--- src/rtl/seg14_scroller.sv ---
// 14-segment multiplexed display driver with a writable message RAM and optional scrolling.
// Define SEG14_BLANKING_EN to insert a one-cycle blank slot after every digit dwell.
//   state    | meaning
//   PH_SHOW  | digit r_k is driven for DWELL cycles
//   PH_BLANK | all selects off for one cycle before the next digit
module seg14_scroller #(
  parameter int DIGITS        = 12,
  parameter int MSG_DEPTH     = 32,
  parameter int DWELL         = 1,
  parameter int SCROLL_FRAMES = 4,
  localparam int AW = $clog2(MSG_DEPTH)
) (
  input  logic              i_clk,
  input  logic              i_rst,
  input  logic              i_wr_en,
  input  logic [AW-1:0]     i_wr_addr,
  input  logic [7:0]        i_wr_data,
  input  logic [AW:0]       i_msg_len,
  input  logic              i_scroll_en,
  output logic [DIGITS-1:0] o_sel,
  output logic [13:0]       o_segm,
  output logic              o_frame_done
);

  localparam int KW = (DIGITS > 1) ? $clog2(DIGITS) : 1;
  localparam int DW = (DWELL > 1) ? $clog2(DWELL) : 1;
  localparam int FW = (SCROLL_FRAMES > 1) ? $clog2(SCROLL_FRAMES) : 1;

  logic [7:0]        r_mem [MSG_DEPTH];
  logic [KW-1:0]     r_k;
  logic [DW-1:0]     r_dwell;
  logic [FW-1:0]     r_fcnt;
  logic [AW-1:0]     r_off;
  logic [AW:0]       r_len;
  logic [DIGITS-1:0] r_sel;
  logic [13:0]       r_segm;
  logic              r_frame_done;

`ifdef SEG14_BLANKING_EN
  typedef enum logic {PH_SHOW, PH_BLANK} phase_t;
  phase_t r_phase;
`endif

  logic          w_dwell_end;
  logic          w_blank;
  logic          w_adv;
  logic          w_last;
  logic          w_frame_end;
  logic          w_fcnt_end;
  logic [AW:0]   w_len_new;
  logic [AW:0]   w_k_ext;
  logic [AW:0]   w_sum;
  logic [AW:0]   w_mod;
  logic [AW:0]   w_off_inc;
  logic [AW:0]   w_off_step;
  logic [AW-1:0] w_rd_idx;
  logic          w_show;
  logic [7:0]    w_char;
  logic [13:0]   w_font;

  // Lowercase folds to uppercase; anything outside A-Z, 0-9 and space is blank.
  function automatic logic [13:0] f_font(input logic [7:0] c);
    logic [7:0] u;
    u = (c >= 8'h61 && c <= 8'h7A) ? (c - 8'h20) : c;
    case (u)
      "0":     f_font = 14'h3F00;
      "1":     f_font = 14'h1800;
      "2":     f_font = 14'h36C0;
      "3":     f_font = 14'h3CC0;
      "4":     f_font = 14'h19C0;
      "5":     f_font = 14'h2DC0;
      "6":     f_font = 14'h2FC0;
      "7":     f_font = 14'h3800;
      "8":     f_font = 14'h3FC0;
      "9":     f_font = 14'h3DC0;
      "A":     f_font = 14'h3BC0;
      "B":     f_font = 14'h3C52;
      "C":     f_font = 14'h2700;
      "D":     f_font = 14'h3C12;
      "E":     f_font = 14'h2780;
      "F":     f_font = 14'h2380;
      "G":     f_font = 14'h2F40;
      "H":     f_font = 14'h1BC0;
      "I":     f_font = 14'h2412;
      "J":     f_font = 14'h1E00;
      "K":     f_font = 14'h0389;
      "L":     f_font = 14'h0700;
      "M":     f_font = 14'h1B28;
      "N":     f_font = 14'h1B21;
      "O":     f_font = 14'h3F00;
      "P":     f_font = 14'h33C0;
      "Q":     f_font = 14'h3F01;
      "R":     f_font = 14'h33C1;
      "S":     f_font = 14'h2DC0;
      "T":     f_font = 14'h2012;
      "U":     f_font = 14'h1F00;
      "V":     f_font = 14'h030C;
      "W":     f_font = 14'h1B05;
      "X":     f_font = 14'h002D;
      "Y":     f_font = 14'h002A;
      "Z":     f_font = 14'h240C;
      default: f_font = 14'h0000;
    endcase
  endfunction

  assign w_dwell_end = (r_dwell == DW'(DWELL - 1));
`ifdef SEG14_BLANKING_EN
  assign w_blank = (r_phase == PH_BLANK);
  assign w_adv   = w_blank;
`else
  assign w_blank = 1'b0;
  assign w_adv   = w_dwell_end;
`endif
  assign w_last      = (r_k == KW'(DIGITS - 1));
  assign w_frame_end = w_adv && w_last;
  assign w_fcnt_end  = (r_fcnt == FW'(SCROLL_FRAMES - 1));

  assign w_len_new = (i_msg_len > (AW+1)'(MSG_DEPTH)) ? (AW+1)'(MSG_DEPTH) : i_msg_len;

  // Offset stays below len and k below DIGITS <= MSG_DEPTH, so the sum fits in AW+1 bits.
  assign w_k_ext  = (AW+1)'(r_k);
  assign w_sum    = {1'b0, r_off} + w_k_ext;
  assign w_mod    = (r_len == '0) ? '0 : (w_sum % r_len);
  assign w_rd_idx = i_scroll_en ? AW'(w_mod) : AW'(r_k);
  assign w_show   = (r_len != '0) && (i_scroll_en || (w_k_ext < r_len));
  assign w_char   = r_mem[w_rd_idx];
  assign w_font   = f_font(w_char);

  assign w_off_inc  = {1'b0, r_off} + (AW+1)'(1);
  assign w_off_step = !w_fcnt_end ? {1'b0, r_off} :
                      (w_off_inc >= r_len) ? '0 : w_off_inc;

  // Read-before-write falls out of the combinational read against this registered write.
  always_ff @(posedge i_clk) begin
    if (i_rst) begin
      r_mem <= '{default: 8'h20};
    end else if (i_wr_en) begin
      r_mem[i_wr_addr] <= i_wr_data;
    end
  end

  always_ff @(posedge i_clk) begin
    if (i_rst) begin
      r_k          <= '0;
      r_dwell      <= '0;
      r_fcnt       <= '0;
      r_off        <= '0;
      r_len        <= '0;
      r_sel        <= '0;
      r_segm       <= '0;
      r_frame_done <= 1'b0;
`ifdef SEG14_BLANKING_EN
      r_phase      <= PH_SHOW;
`endif
    end else begin
`ifdef SEG14_BLANKING_EN
      if (r_phase == PH_SHOW) begin
        if (w_dwell_end) begin
          r_dwell <= '0;
          r_phase <= PH_BLANK;
        end else begin
          r_dwell <= r_dwell + DW'(1);
        end
      end else begin
        r_phase <= PH_SHOW;
        r_k     <= w_last ? '0 : r_k + KW'(1);
      end
`else
      if (w_dwell_end) begin
        r_dwell <= '0;
        r_k     <= w_last ? '0 : r_k + KW'(1);
      end else begin
        r_dwell <= r_dwell + DW'(1);
      end
`endif
      if (w_frame_end) begin
        r_len  <= w_len_new;
        r_off  <= (!i_scroll_en || (w_off_step >= w_len_new)) ? '0 : AW'(w_off_step);
        r_fcnt <= (!i_scroll_en || w_fcnt_end) ? '0 : r_fcnt + FW'(1);
      end else if (!i_scroll_en) begin
        r_off  <= '0;
        r_fcnt <= '0;
      end

      r_sel        <= w_blank ? '0 : (DIGITS'(1) << r_k);
      r_segm       <= (w_blank || !w_show) ? '0 : w_font;
      r_frame_done <= w_frame_end;
    end
  end

  assign o_sel        = r_sel;
  assign o_segm       = r_segm;
  assign o_frame_done = r_frame_done;

endmodule

--- config.mk ---
export PLATFORM = sky130hd
export DESIGN_NAME = seg14_scroller
export DESIGN_NICKNAME = d
export VERILOG_FILES = /design/src/rtl/seg14_scroller.sv
export SDC_FILE = /design/constraint.sdc
export NUM_CORES = 1
export LEC_CHECK = 0
export CORE_MARGIN = 1.5
export CORE_UTILIZATION = 56
export CTS_CLUSTER_DIAMETER = 60
export CTS_CLUSTER_SIZE = 8
export DETAILED_ROUTE_END_ITERATION = 8
export PLACE_DENSITY = 0.86
export SYNTH_ARGS = -nofsm -noshare
export SYNTH_HDL_FRONTEND = slang
export SYNTH_SLANG_ARGS = --single-unit
--- constraint.sdc ---
create_clock -name i_clk -period 11.4 [get_ports i_clk]
set_input_delay 2.28 -clock i_clk [delete_from_list [all_inputs] [get_ports i_clk]]
set_output_delay 2.28 -clock i_clk [all_outputs]
set_load 0.005 [all_outputs]
==> flow_summary.ini, run 1 <==
; implementation run metrics
[grt]
grt.overflow.total = 0
grt_max_degree = 109
grt_util_all_layers_pct = 29.87
met3_usage_pct = 7.171
grt_pass1_vias = 13010
antenna_found_initial = 1
grt_pass1_wl_um = 68810
use_met2_pct = 49.65

[pwr]
power_leader = clock
p_comb_mw = 0.314
combinationalPowerShare_pct = 12.3
switchingPower_mw = 0.6536
p_int_mw = 1.904
switching_share_pct = 25.55
p_leak_nw = 7.804

[final_timing]
period_needed_ns = 11.25
final.setup.worst_slack_ns = 0.1508
worst_pin_slew_ns = 1.280
whs_ns = 0.4553
finalSetupTns_ns = 0
finalCritPeriodShare_pct = 98.68
setup_viol = 0

[route]
wl_met1_um = 17480
drc_errors = 0
drt-initial-drc-count = 1608
firstDrtPassIters = 7
top_layer_used = met5
met3_length_um = 4003
routed_via_density = 6.331
wl_met2_um = 21360
routedWlPerCell_um = 21.15

[logic_synthesis]
async_flop_share_pct = 0
ys_sh_xor_pct = 0.8867
ys_top_cells_by_count = mux2i_1, dfxtp_1, nor2_1, nand2_1, clkbuf_1
synth_nets = 1770
yosysWarnings = 0
top_area_cell = dfxtp_1
area_leaders = dfxtp_1, mux2i_1, nor2_1
synthMuxAreaShare_pct = 25.29
netlist_area_um2 = 15800
synth_top_flop_cell = dfxtp_1
synth.most_common_cell = mux2i_1
synthAoiAreaFrac_pct = 11.07
yosys_cells = 1688
avgSynthCellArea_um2 = 9.363
ys_sh_adder_pct = 4.766
synth_flops = 301
synth-edff-count = 0

[critical_path]
crit_fanout = 9
rr_startpoint = r_off[1]$_SDFFE_PP0P_
critPathCapture = o_segm[4]$_SDFF_PP0_
crit_arrival_ns = 11.70
slowest_delay_ns = 0.43
crit_slowest_cell = a311o_4
crit_family = AND-OR/OR-AND gates
cp.required_ns = 11.86
cp_common_cell = ha_1
startpoint = r_off[1]$_SDFFE_PP0P_
end_kind = flop
r2r_end = o_segm[4]$_SDFF_PP0_
r2r_setup_slack_ns = 0.15

[final_layout]
clk_share_pct = 6.541
layout_top_cells = mux2i_1, dfxtp_1, nor2_1
n_all_buffers = 130
antennaDiodeCount = 0
fin_area_um2 = 18380
inverters_excl_clock = 45
nFillCells = 2025

[run_status]
outcome = finished clean

[placement]
place_worst_setup_slack_ns = -0.2542
placedCellCount = 2059
place.detailed.hpwl_um = 28380
gp_congestion = 0.9633
portBuffers = 49

[clock_network]
postCtsHoldBufs = 0
cts_sinks = 301
cts-htree-levels = 2
numCtsBuffers = 44
clock_path_buffers = 3
cts_root_buffer = clkbuf_16
postCtsSetupBuffers = 4

[worst_hold_path]
hp-start = r_mem[234]$_SDFFE_PP0P_
whs_path_depth = 2
min_to = r_mem[234]$_SDFFE_PP0P_

[floorplan]
dieWidth_um = 171.0
die_area_um2 = 29240
taps = 378
initial_core_util_pct = 56.89
io_pins = 50

[run]
warning_count = 41
max_cap_viol_count = 0
Run 1, sequential cells grouped by signal name:
The bar under the picture is 50 µm long.
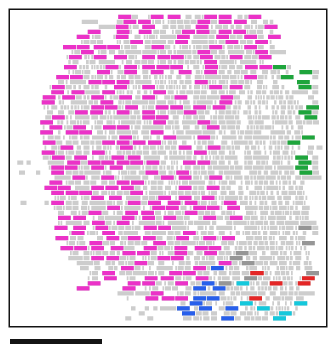
name in the netlist	colour	flops
`r_off`	red	5
`o_sel`	blue	12
`r_mem`	magenta	256
`o_segm`	green	14
`r_len`	cyan	6
power in sequential cells: 1.07 mW
Core Util, Final: 66.16%
flop share of the area: 32.79%
FF/Latch Area: 6027 µm²

Run 1, metal 4:
The bar under the picture is 50 µm long.
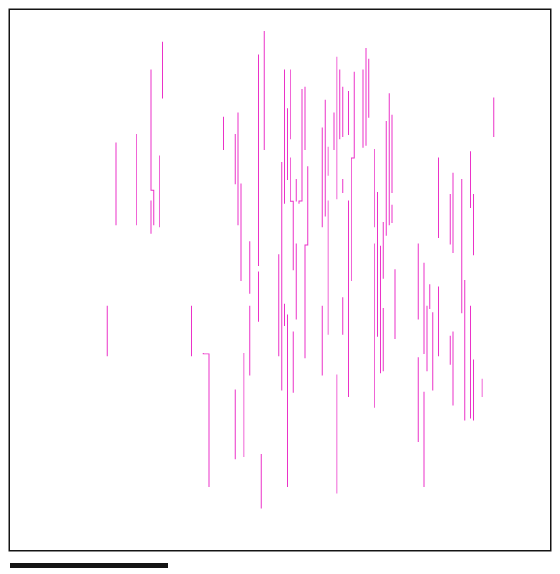
wire length on this layer	2310 µm
longest straight run	72.1 µm
nets with wire on the layer	71
share of all routed wire	5.1%
main direction	vertical
via count of the routed design: 13520
drt total wl: 45170 µm

Run 1, logic cells by family:
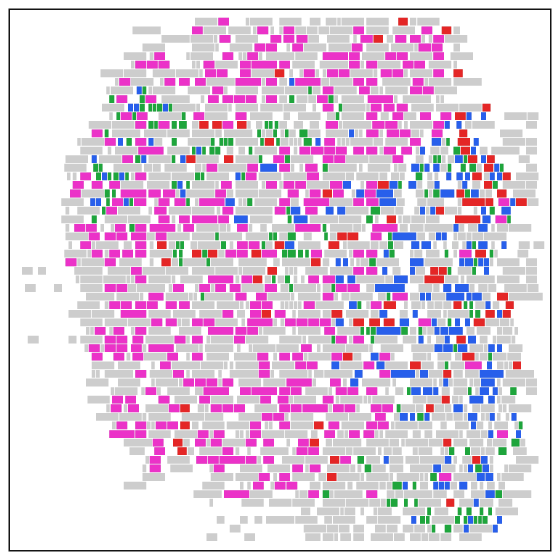
family	colour	cells
aoi and oai cells	blue	166
mux cells	magenta	366
non-inverting ao/oa cells	red	79
nand cells	green	176

Run 1, routing congestion map:
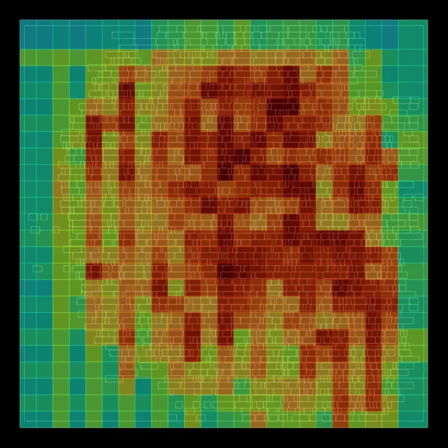
Global Route met1 Usage: 35.67%
gr busiest metal: met2

==> run 2: changes to the inputs <==
--- a/config.mk
+++ b/config.mk
@@ -5,12 +5,13 @@
 export SDC_FILE = /design/constraint.sdc
 export NUM_CORES = 1
 export LEC_CHECK = 0
+export CORE_ASPECT_RATIO = 1.2
 export CORE_MARGIN = 1.5
-export CORE_UTILIZATION = 56
+export CORE_UTILIZATION = 55
 export CTS_CLUSTER_DIAMETER = 60
 export CTS_CLUSTER_SIZE = 8
 export DETAILED_ROUTE_END_ITERATION = 8
-export PLACE_DENSITY = 0.86
+export PLACE_DENSITY = 0.84
 export SYNTH_ARGS = -nofsm -noshare
 export SYNTH_HDL_FRONTEND = slang
 export SYNTH_SLANG_ARGS = --single-unit
Run 2, metal layers overlaid:
Two of the layers only.
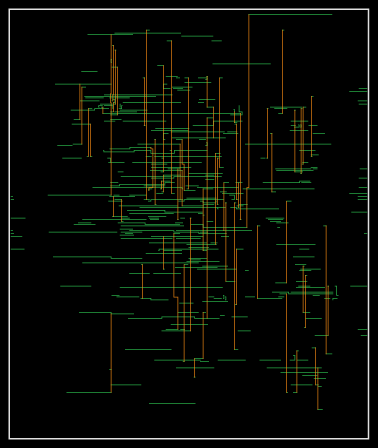
layer	colour	wire length
M3	green	3010 µm
M4	orange	1930 µm
Avg WL per Cell: 20.10 µm
GRT Overall Usage: 28.64%
via count of the routed design: 13220
drt total wl: 42800 µm

Run 2, logic cells by family:
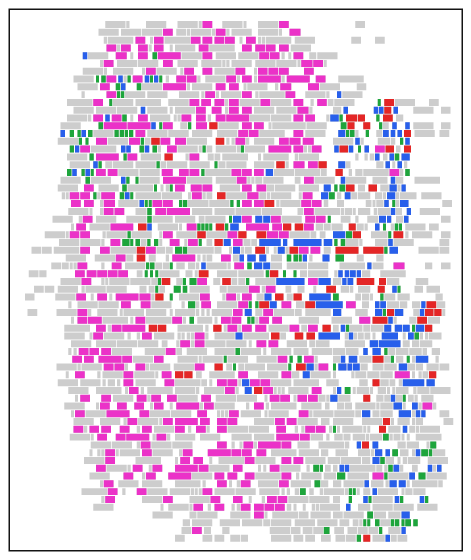
dominant logic cell type in the layout: mux2i_1
multi-input combinational area share: 51.04%

==> flow_summary.ini, run 2 <==
; implementation run metrics
[run_status]
outcome = finished clean

[critical_path]
rr_startpoint = r_off[1]$_SDFFE_PP0P_
slowest_delay_ns = 0.50
crit_arrival_ns = 11.62
end_kind = flop
startpoint = r_off[1]$_SDFFE_PP0P_
critPathCapture = o_segm[0]$_SDFF_PP0_
worst-path-stages = 51
crit_family = AND-OR/OR-AND gates
cp_common_cell = ha_1
cp.required_ns = 11.86
crit_slowest_cell = mux4_2
r2r_end = o_segm[0]$_SDFF_PP0_
crit_fanout = 8
r2r_setup_slack_ns = 0.24

[logic_synthesis]
synth-edff-count = 0
synth_nets = 1770
synthAoiAreaFrac_pct = 11.07
synthTopLogicFamily = multiplexers
area_leaders = dfxtp_1, mux2i_1, nor2_1
synth_top_flop_cell = dfxtp_1
ys_sh_xor_pct = 0.8867
synth_flops = 301
avgSynthCellArea_um2 = 9.363
yosysWarnings = 0
async_flop_share_pct = 0
yosysSeqAreaShare_pct = 38.13
netlist_area_um2 = 15800
yosys_cells = 1688
top_area_cell = dfxtp_1
ys_top_cells_by_count = mux2i_1, dfxtp_1, nor2_1, nand2_1, clkbuf_1
synthMuxAreaShare_pct = 25.29
ys_sh_adder_pct = 4.766
synth.most_common_cell = mux2i_1

[grt]
grt.overflow.total = 0
grt_max_degree = 103
grt_pass1_vias = 13140
antenna_found_initial = 0
grt_pass1_wl_um = 67960
grt-busiest-layer = met2

[pwr]
combinationalPowerShare_pct = 12.1
p_comb_mw = 0.303
clk-power_mw = 1.12
switchingPower_mw = 0.6105
p_int_mw = 1.884
power_leader = clock
finalPower_mw = 2.495
seq_cell_power_mw = 1.07
p_leak_nw = 7.828
power.density_nw_per_um2 = 135.6
switching_share_pct = 24.47

[clock_network]
cts_sinks = 301
clock_path_buffers = 3
numCtsBuffers = 43
cts_root_buffer = clkbuf_16
cts-htree-levels = 2
postCtsSetupBuffers = 3
postCtsHoldBufs = 0

[final_layout]
largest_reg_flops = 256
logic_area_um2 = 9392
n_all_buffers = 129
num-clock-buffers = 47
inverters_excl_clock = 45
nFillCells = 2076
top_register = r_mem
clk_share_pct = 6.215
syn_to_final_growth_pct = 16.44
layout_top_cells = mux2i_1, dfxtp_1, nor2_1
ff_count = 301
seq_area_um2 = 6027
fin_area_um2 = 18400
seq_share_pct = 32.75
final_nets = 1831
antennaDiodeCount = 0

[floorplan]
io_pins = 50
dieWidth_um = 157.7
die_area_um2 = 29760
taps = 379
initial_core_util_pct = 56.28

[final_timing]
finalCritPeriodShare_pct = 97.92
max_freq_mhz = 89.58
setup_viol = 0
finalSetupTns_ns = 0
final.setup.worst_slack_ns = 0.2368
worst_pin_slew_ns = 1.378
clock_skew_ns = 0.02091
drv_slew = 0
whs_ns = 0.4574
hold_viol_final = 0
period_needed_ns = 11.16

[worst_hold_path]
min_to = r_mem[235]$_SDFFE_PP0P_
hp-start = r_mem[235]$_SDFFE_PP0P_
whs_path_depth = 2

[placement]
place_worst_setup_slack_ns = -0.3935
placedCellCount = 2061
portBuffers = 49
gp_congestion = 0.9157
place.detailed.hpwl_um = 27660
placed_area_um2 = 16760

[route]
met3_length_um = 3006
drt-initial-drc-count = 1273
wl_met1_um = 16900
drc_errors = 0
wl_met2_um = 20960
firstDrtPassIters = 6
top_layer_used = met4
routed_via_density = 6.204

[run]
warning_count = 39
max_cap_viol_count = 0
Run 2, routing congestion map:
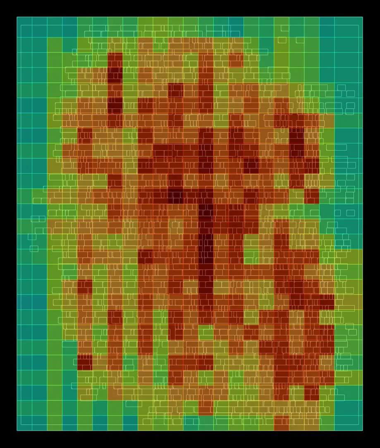
Core Util, Final: 65.52%
Global Route met1 Usage: 34.62%
met2 GRT Util: 48.97%
met3 usage: 4.600%

Power is estimated from default activity; no workload was simulated.
